`src/rtl/mem_program_loader.sv`:
```
// mem_program_loader: sequencing controller in front of mem_program.
// Normal run passes the fetch address through to the memory. Load mode
// stalls the processor, accepts a byte stream over valid/ready, assembles
// bytes MSB-first into instruction words and writes them to consecutive
// addresses starting at a latched base.
module mem_program_loader #(
  parameter int INSTR_WIDTH    = 16,
  parameter int PC_WIDTH       = 8,
  parameter int BYTES_PER_WORD = INSTR_WIDTH / 8
) (
  input  logic                   clk,
  input  logic                   rst,
  input  logic                   load_start,
  input  logic [PC_WIDTH-1:0]    load_base,
  input  logic [PC_WIDTH:0]      load_len,
  input  logic [7:0]             byte_in,
  input  logic                   byte_valid,
  output logic                   byte_ready,
  input  logic [PC_WIDTH-1:0]    fetch_pc,
  output logic                   mem_we,
  output logic [PC_WIDTH-1:0]    mem_addr,
  output logic [INSTR_WIDTH-1:0] mem_data,
  output logic                   cpu_stall,
  output logic                   load_busy,
  output logic                   load_done,
  output logic [PC_WIDTH:0]      words_loaded
);

  localparam int BCW = (BYTES_PER_WORD > 1) ? $clog2(BYTES_PER_WORD) : 1;
  localparam logic [BCW-1:0] LAST_BYTE = BCW'(BYTES_PER_WORD - 1);

  typedef enum logic [1:0] {
    IDLE,
    COLLECT,
    WRITE,
    DONE
  } state_t;

  state_t                 state;
  state_t                 state_next;
  logic [PC_WIDTH-1:0]    base_q;
  logic [PC_WIDTH:0]      len_q;
  logic [PC_WIDTH:0]      word_cnt;
  logic [PC_WIDTH:0]      words_q;
  logic [BCW-1:0]         byte_cnt;
  logic [INSTR_WIDTH-1:0] assembly;
  logic [INSTR_WIDTH-1:0] asm_shift;
  logic [INSTR_WIDTH-1:0] data_q;
  logic                   accept;

  // State register; reset wins over every other input.
  always_ff @(posedge clk) begin
    if (rst) state <= IDLE;
    else     state <= state_next;
  end

  // Next-state logic and state-decoded outputs.
  always_comb begin
    state_next = state;
    byte_ready = 1'b0;
    mem_we     = 1'b0;
    cpu_stall  = 1'b1;
    load_busy  = 1'b1;
    load_done  = 1'b0;
    mem_addr   = base_q + word_cnt[PC_WIDTH-1:0];
    asm_shift  = (assembly << 8) | INSTR_WIDTH'(byte_in);
    case (state)
      IDLE: begin
        cpu_stall = 1'b0;
        load_busy = 1'b0;
        mem_addr  = fetch_pc;
        if (load_start) state_next = (load_len == '0) ? DONE : COLLECT;
      end
      COLLECT: begin
        byte_ready = 1'b1;
        if (byte_valid && byte_cnt == LAST_BYTE) state_next = WRITE;
      end
      WRITE: begin
        mem_we = 1'b1;
        if (word_cnt + (PC_WIDTH+1)'(1) == len_q) state_next = DONE;
        else                                      state_next = COLLECT;
      end
      DONE: begin
        load_done  = 1'b1;
        state_next = IDLE;
      end
      default: state_next = IDLE;
    endcase
    accept = byte_valid & byte_ready;
  end

  // Load datapath: latch request, assemble bytes, count written words.
  // The write word is captured in data_q as the final byte arrives so that
  // mem_data stays stable outside WRITE while the assembly register refills.
  always_ff @(posedge clk) begin
    if (rst) begin
      base_q   <= '0;
      len_q    <= '0;
      word_cnt <= '0;
      words_q  <= '0;
      byte_cnt <= '0;
      assembly <= '0;
      data_q   <= '0;
    end else begin
      case (state)
        IDLE: begin
          if (load_start) begin
            base_q   <= load_base;
            len_q    <= load_len;
            word_cnt <= '0;
            words_q  <= '0;
            byte_cnt <= '0;
            assembly <= '0;
          end
        end
        COLLECT: begin
          if (accept) begin
            assembly <= asm_shift;
            if (byte_cnt == LAST_BYTE) begin
              byte_cnt <= '0;
              data_q   <= asm_shift;
            end else begin
              byte_cnt <= byte_cnt + 1'b1;
            end
          end
        end
        WRITE: begin
          word_cnt <= word_cnt + 1'b1;
          words_q  <= words_q + 1'b1;
        end
        default: ;
      endcase
    end
  end

  assign mem_data     = data_q;
  assign words_loaded = words_q;

endmodule

```
`config.mk`:
```
export PLATFORM = sky130hd
export DESIGN_NAME = mem_program_loader
export DESIGN_NICKNAME = d
export VERILOG_FILES = /design/src/rtl/mem_program_loader.sv
export SDC_FILE = /design/constraint.sdc
export NUM_CORES = 1
export LEC_CHECK = 0
export ABC_CLOCK_PERIOD_IN_PS = 6300
export CAP_MARGIN = 5
export CORE_AREA = 2 2 91 93
export DETAILED_ROUTE_END_ITERATION = 8
export DIE_AREA = 0 0 93 95
export PLACE_DENSITY = 0.65
export SLEW_MARGIN = 20
export SYNTH_ARGS = -nofsm -noshare
export SYNTH_HDL_FRONTEND = slang
export SYNTH_SLANG_ARGS = --single-unit
```
`constraint.sdc`:
```
create_clock -name clk -period 6.3 [get_ports clk]
set_clock_uncertainty 0.15 [all_clocks]
set_input_delay 1.26 -clock clk [delete_from_list [all_inputs] [get_ports clk]]
set_output_delay 1.26 -clock clk [all_outputs]
set_load 0.05 [all_outputs]
```
run_1/gates.png
The bar under the picture is 20 um long.
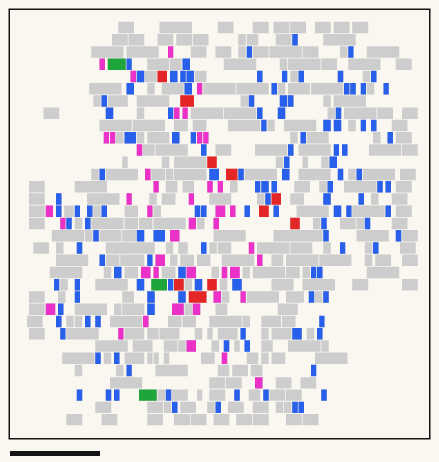
color	family	cells
blue	nand cells	130
green	mux cells	3
red	and/or cells	10
magenta	nor cells	43
most frequent logic cell in the layout: nand2_1
Final Instance Count excl. Fillers: 573
logic share of the area: 41.15%

run_1/route_heat.png
19 x 19 tiles, from black (low) to pale yellow (high), scaled to the fullest tile. Values are wire area over tile area, all layers added.
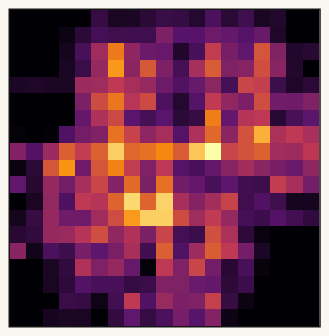
tiles over half the peak	19%
densest ninth of the die	middle
nearly empty tiles	18%
mean over tiles	0.13
fullest tile	0.46
emptiest ninth of the die	bottom right
Avg WL per Cell: 12.67 um
vias post-DR: 2865
total wire length: 7261 um
total global routing track utilization: 17.50%

==> impl_metrics.toml, run 1 <==
# generated from flow reports
[status]
status = "finished, final reports clean"

[pwr]
design_power_total_uw = 989.0
leakage_nw = 1.455

[sta]
rsz0062_at_grt = "false"
layout_min_cycle_time_ns = 4.544
fmax_mhz = 220.1

[cells_and_area]
fin_nets = 510
area_growth_pct = 32.55

[synthesis]
top_area_share_pct = 40.92
ys_sh_adder_pct = 4.373
yosys_cells = 401
synth-seq-cells = 62
simple_gate_area_share_pct = 26.28
async_flop_share_pct = 0
aoi_share_pct = 17.62
ys_sh_mux_pct = 1.073

[clocking]
tritoncts = "built"
clk_path_buf_depth = 2
htree_levels = 3
clk_pin_slew_ns = 0.07

[worst_setup_path]
worstPathRequired_ns = 4.89

[global_route]
use_met1_pct = 20.99

[route]
vias_per_cell = 5.000
run_1/clock_wires.png
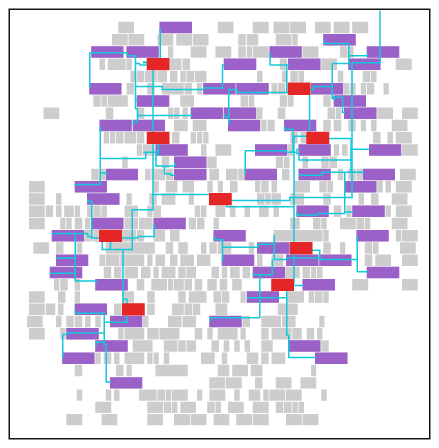
[red] clock-net drivers | count: 9
[cyan] clock wires | length: 807 um
[purple] flip-flops | count: 62
routed clock nets	10
flops lie	spread over the die
clock group power: 393 uW
clock network power share: 39.7%
clk latency late pin: 0.34 ns

run_1/placed.png
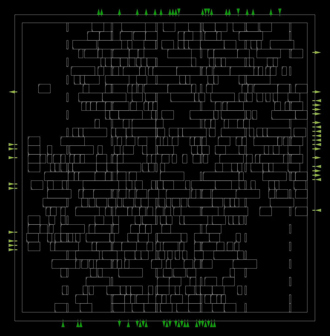
registers: 62
Final Util: 50.71%
# Taps: 105
fill cell count: 790

==> run 1: layer usage <==
layer	part of all wire, %	up-vias	routed length (um)
met5	0	-	0
met3	3.6	14	258
li1	-	1486	-
met1	47	1309	3422
met4	1.8	0	133
met2	47	56	3447
==> run 1: layout by cell type (no fill, tap or decap), types with 3 or more instances in the layout <==
| master | n |
|---|---|
| dfxtp_1 | 62 |
| nand2_1 | 100 |
| o21a_1 | 6 |
| ha_1 | 9 |
| xor2_1 | 8 |
| xnor2_1 | 10 |
| a21oi_1 | 59 |
| nor4_1 | 4 |
| nand3_1 | 25 |
| nor2b_1 | 3 |
| clkinvlp_4 | 3 |
| and3_1 | 3 |
| nor3_1 | 5 |
| clkbuf_8 | 10 |
| nor2_1 | 29 |
| o21ai_1 | 6 |
| o21ai_0 | 9 |
| clkdlybuf4s50_1 | 73 |
| inv_1 | 6 |
| a311oi_1 | 3 |
==> run 1: per-stage QoR <==
stage          util [%]  std cells  hold slack, ns  area [sq um]
3_3_place_gp      47.89        557          0.2909          3796
5_1_grt           50.71        573          0.3198          4020
4_1_cts           50.71        573          0.3045          4020
2_1_floorplan         -        401          0.2821          3033
6_report          50.71        573          0.3047          4020
3_5_place_dp      47.89        557          0.2938          3796
==> run 1: power breakdown <==
group          total, mW  internal (mW)  switching [mW]
clock network      0.393          0.234           0.159
logic              0.179         0.0663           0.113
registers          0.417          0.405          0.0112
total              0.989          0.705           0.284
==> run 1: area by class of cell <==
cell class	instances	area, sq um
timing repair buffer	75	743.2
fill	790	3908
sequential	62	1241
clock buffer	11	141.4
inverter	7	26.28
multi-input combinational	308	1654
clock inverter	5	82.58
tap	105	131.4
==> run 1: state kept, by name (all words and copies together), names as in the netlist <==
register,cells
state,2
mem_data,16
word_cnt,9
words_loaded,9
base_q,8
assembly,8
byte_cnt,1
len_q,9
==> run 1: logic make-up after synthesis <==
logic type / Yosys count
and+or+nand+nor: 183
adders and majority gates: 10
buffers and inverters: 31
DFF: 62
xor gates and xnor gates: 18
muxes: 3
AOI/OAI and AO/OA: 94
==> run 1: final timing paths <==
kind | slack [ns] | end | from | cells after the start
min reg2reg | 0.30 | mem_data[8]$_SDFFE_PP0P_ | assembly[0]$_SDFFE_PP0P_ | 2
max reg2reg | 3.52 | word_cnt[5]$_SDFFE_PP0P_ | state[0]$_SDFFE_PP0P_ | 6
min | 0.30 | mem_data[8]$_SDFFE_PP0P_ | assembly[0]$_SDFFE_PP0P_ | 2
max | 1.76 | mem_addr[6] | word_cnt[0]$_SDFFE_PP0P_ | 10
==> run 1: critical path: cells and delay by family, from the launching register on <==
| kind | cells | cell delay, ns |
|---|---|---|
| simple gates | 2 | 0.17 |
| buf+inv | 2 | 0.88 |
| flops | 1 | 0.45 |
| fa+ha+maj | 2 | 0.62 |
| compound gates | 4 | 0.66 |
==> inputs of run 2 (changes only) <==
- ABC_CLOCK_PERIOD_IN_PS: 6300 -> 4700
- clock period: 6.3 -> 4.7 ns (I/O delays scaled with it)
==> run 2 against run 1 <==
Net effect: sequential cell count unchanged; critical path type unchanged; die size unchanged; highest routed layer unchanged; sequential power up 34%; area after synthesis stayed put; final cell count is the same; synthesized cell count unchanged; count of clock-buffer cells in the layout is 3 higher; routed wire length down 1.2%; combinational power rose by 35%; register-to-register slack got worse by 1.6 ns; critical path depth did not move.
==> impl_metrics.toml, run 2 <==
# generated from flow reports
[cells_and_area]
area_growth_pct = 33.58
fin_util_pct = 51.10
layout_top_cells = "nand2_1 (100), clkdlybuf4s50_1 (73), dfxtp_1 (62)"
largest_reg_flops = 16
mostFrequentLayoutCell = "nand2_1"
final_area_sq_um = 4051
fin_nets = 510

[sta]
setup-violations-final = 0
rsz0062_at_grt = "false"
fmax_mhz = 237.5
holdWs_ns = 0.3005

[clocking]
clk_path_buf_depth = 2
htree_levels = 3
tritoncts = "built"
clk_pin_slew_ns = 0.06
post_cts_resize_count = 0
worstSkewPairLatency_ns = 0.34

[synthesis]
yosys_cells = 401
synth-seq-cells = 62
async_flop_share_pct = 0
top_area_share_pct = 40.92
netlist_area_sq_um = 3033

[min_path]
holdPathStages = 2
min_from = "assembly[0]$_SDFFE_PP0P_"
holdPathEnd = "mem_data[8]$_SDFFE_PP0P_"

[route]
vias_per_cell = 5.009
wl_per_cell_um = 12.52
dr_total_vias = 2870

[pwr]
comb_power_share_pct = 17.5
switching_power_uw = 371.0
p_int_mw = 1.004
leakage_nw = 1.483
ir_drop_mv = 0.1337
seqPwrFrac_pct = 40.7
swShare_pct = 26.98

[global_route]
met2_usage_pct = 28.20
grt_busiest_layer = "met2"
grt_util_all_layers_pct = 17.11
use_met1_pct = 20.86

[placement]
place_area_sq_um = 3796

[worst_setup_path]
worstPathRequired_ns = 3.61
cp-startpoint = "word_cnt[0]$_SDFFE_PP0P_"
r2r_setup_slack_ns = 1.94
r2r_start = "state[0]$_SDFFE_PP0P_"
reg2reg_to = "word_cnt[5]$_SDFFE_PP0P_"
r2r_cells = 6

[flow_run]
drv_cap = 0

[status]
status = "finished, final reports clean"
==> run 2: how the worst max path moves through the flow <==
| stage | endpoint | slack, ns | cells past startpoint |
|---|---|---|---|
| 5_1_grt | mem_addr[6] | 0.26 | 10 |
| 2_1_floorplan | mem_addr[6] | 0.86 | 9 |
| 3_5_place_dp | mem_addr[6] | 0.86 | 10 |
| 3_3_place_gp | mem_addr[6] | 0.92 | 10 |
| 4_1_cts | mem_addr[6] | 0.48 | 10 |
| 6_report | mem_addr[6] | 0.49 | 10 |
==> run 2: area by class of cell <==
cell class                 count  area (sq um)
tap                          105         131.4
sequential                    62          1241
multi-input combinational    308          1654
clock inverter                 2         60.06
fill                         806          3876
timing repair buffer          75         745.7
inverter                       7         26.28
clock buffer                  14         192.7
==> run 2: critical path: stages (launching register included) <==
cell and delay [ns]:
dfxtp_1 0.45, ha_1 0.21, inv_1 0.05, fa_1 0.40, nor2b_1 0.12, o21ai_1 0.08, a21boi_1 0.22, o21a_1 0.16
nor3_1 0.05, o31ai_1 0.20, clkdlybuf4s50_1 0.84
==> run 2: per-layer routing <==
layer	up-vias	share of wire, %
li1	1480	-
met1	1307	46
met2	72	48
met3	11	5.0
met4	0	1.8
met5	-	0
==> run 2: metrics by stage <==
step	std cells	power (mW)
after global routing	573	1.437
after CTS	573	1.387
after detailed placement	557	0.8126
after global placement	557	0.8102
final	573	1.375
after floorplan	401	0.7265
==> run 2: cell families after synthesis <==
logic type	share of synthesized area, %
adders and majority gates	4.373
buffers and inverters	4.538
AOI/OAI and AO/OA	17.62
and+or+nand+nor	26.28
muxes	1.073
xor gates and xnor gates	5.198
DFF	40.92
==> run 2: power by group through the flow <==
stage | Combinational (mW) | Sequential (mW) | Clock [mW]
final | 0.241 | 0.560 | 0.575
after global routing | 0.262 | 0.562 | 0.614
after CTS | 0.242 | 0.560 | 0.585
after detailed placement | 0.241 | 0.571 | 0
after global placement | 0.240 | 0.571 | 0
after floorplan | 0.156 | 0.570 | 0
run_2/clock_wires.png
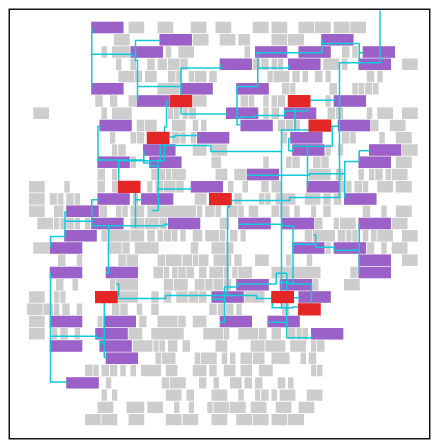
[cyan] clock wires | length: 814 um
[purple] flip-flops | count: 62
[red] clock-net drivers | count: 9
routed clock nets	10
flops lie	spread over the die
clock group power: 575 uW
clock network power share: 41.8%

run_2/gates.png
The bar under the picture is 20 um long.
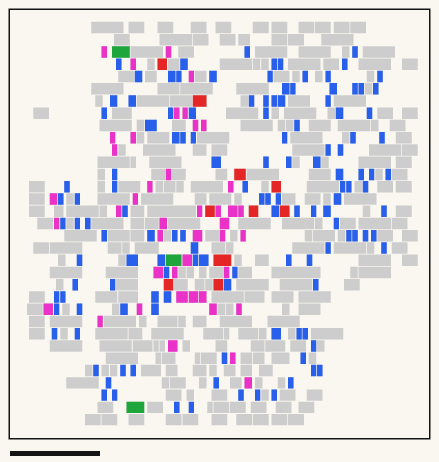
color	family	cells
blue	nand cells	130
magenta	nor cells	43
green	mux cells	3
red	and/or cells	10
logic share of the area: 40.83%

Power figures rest on the tool's default switching activity, not on a simulated workload.
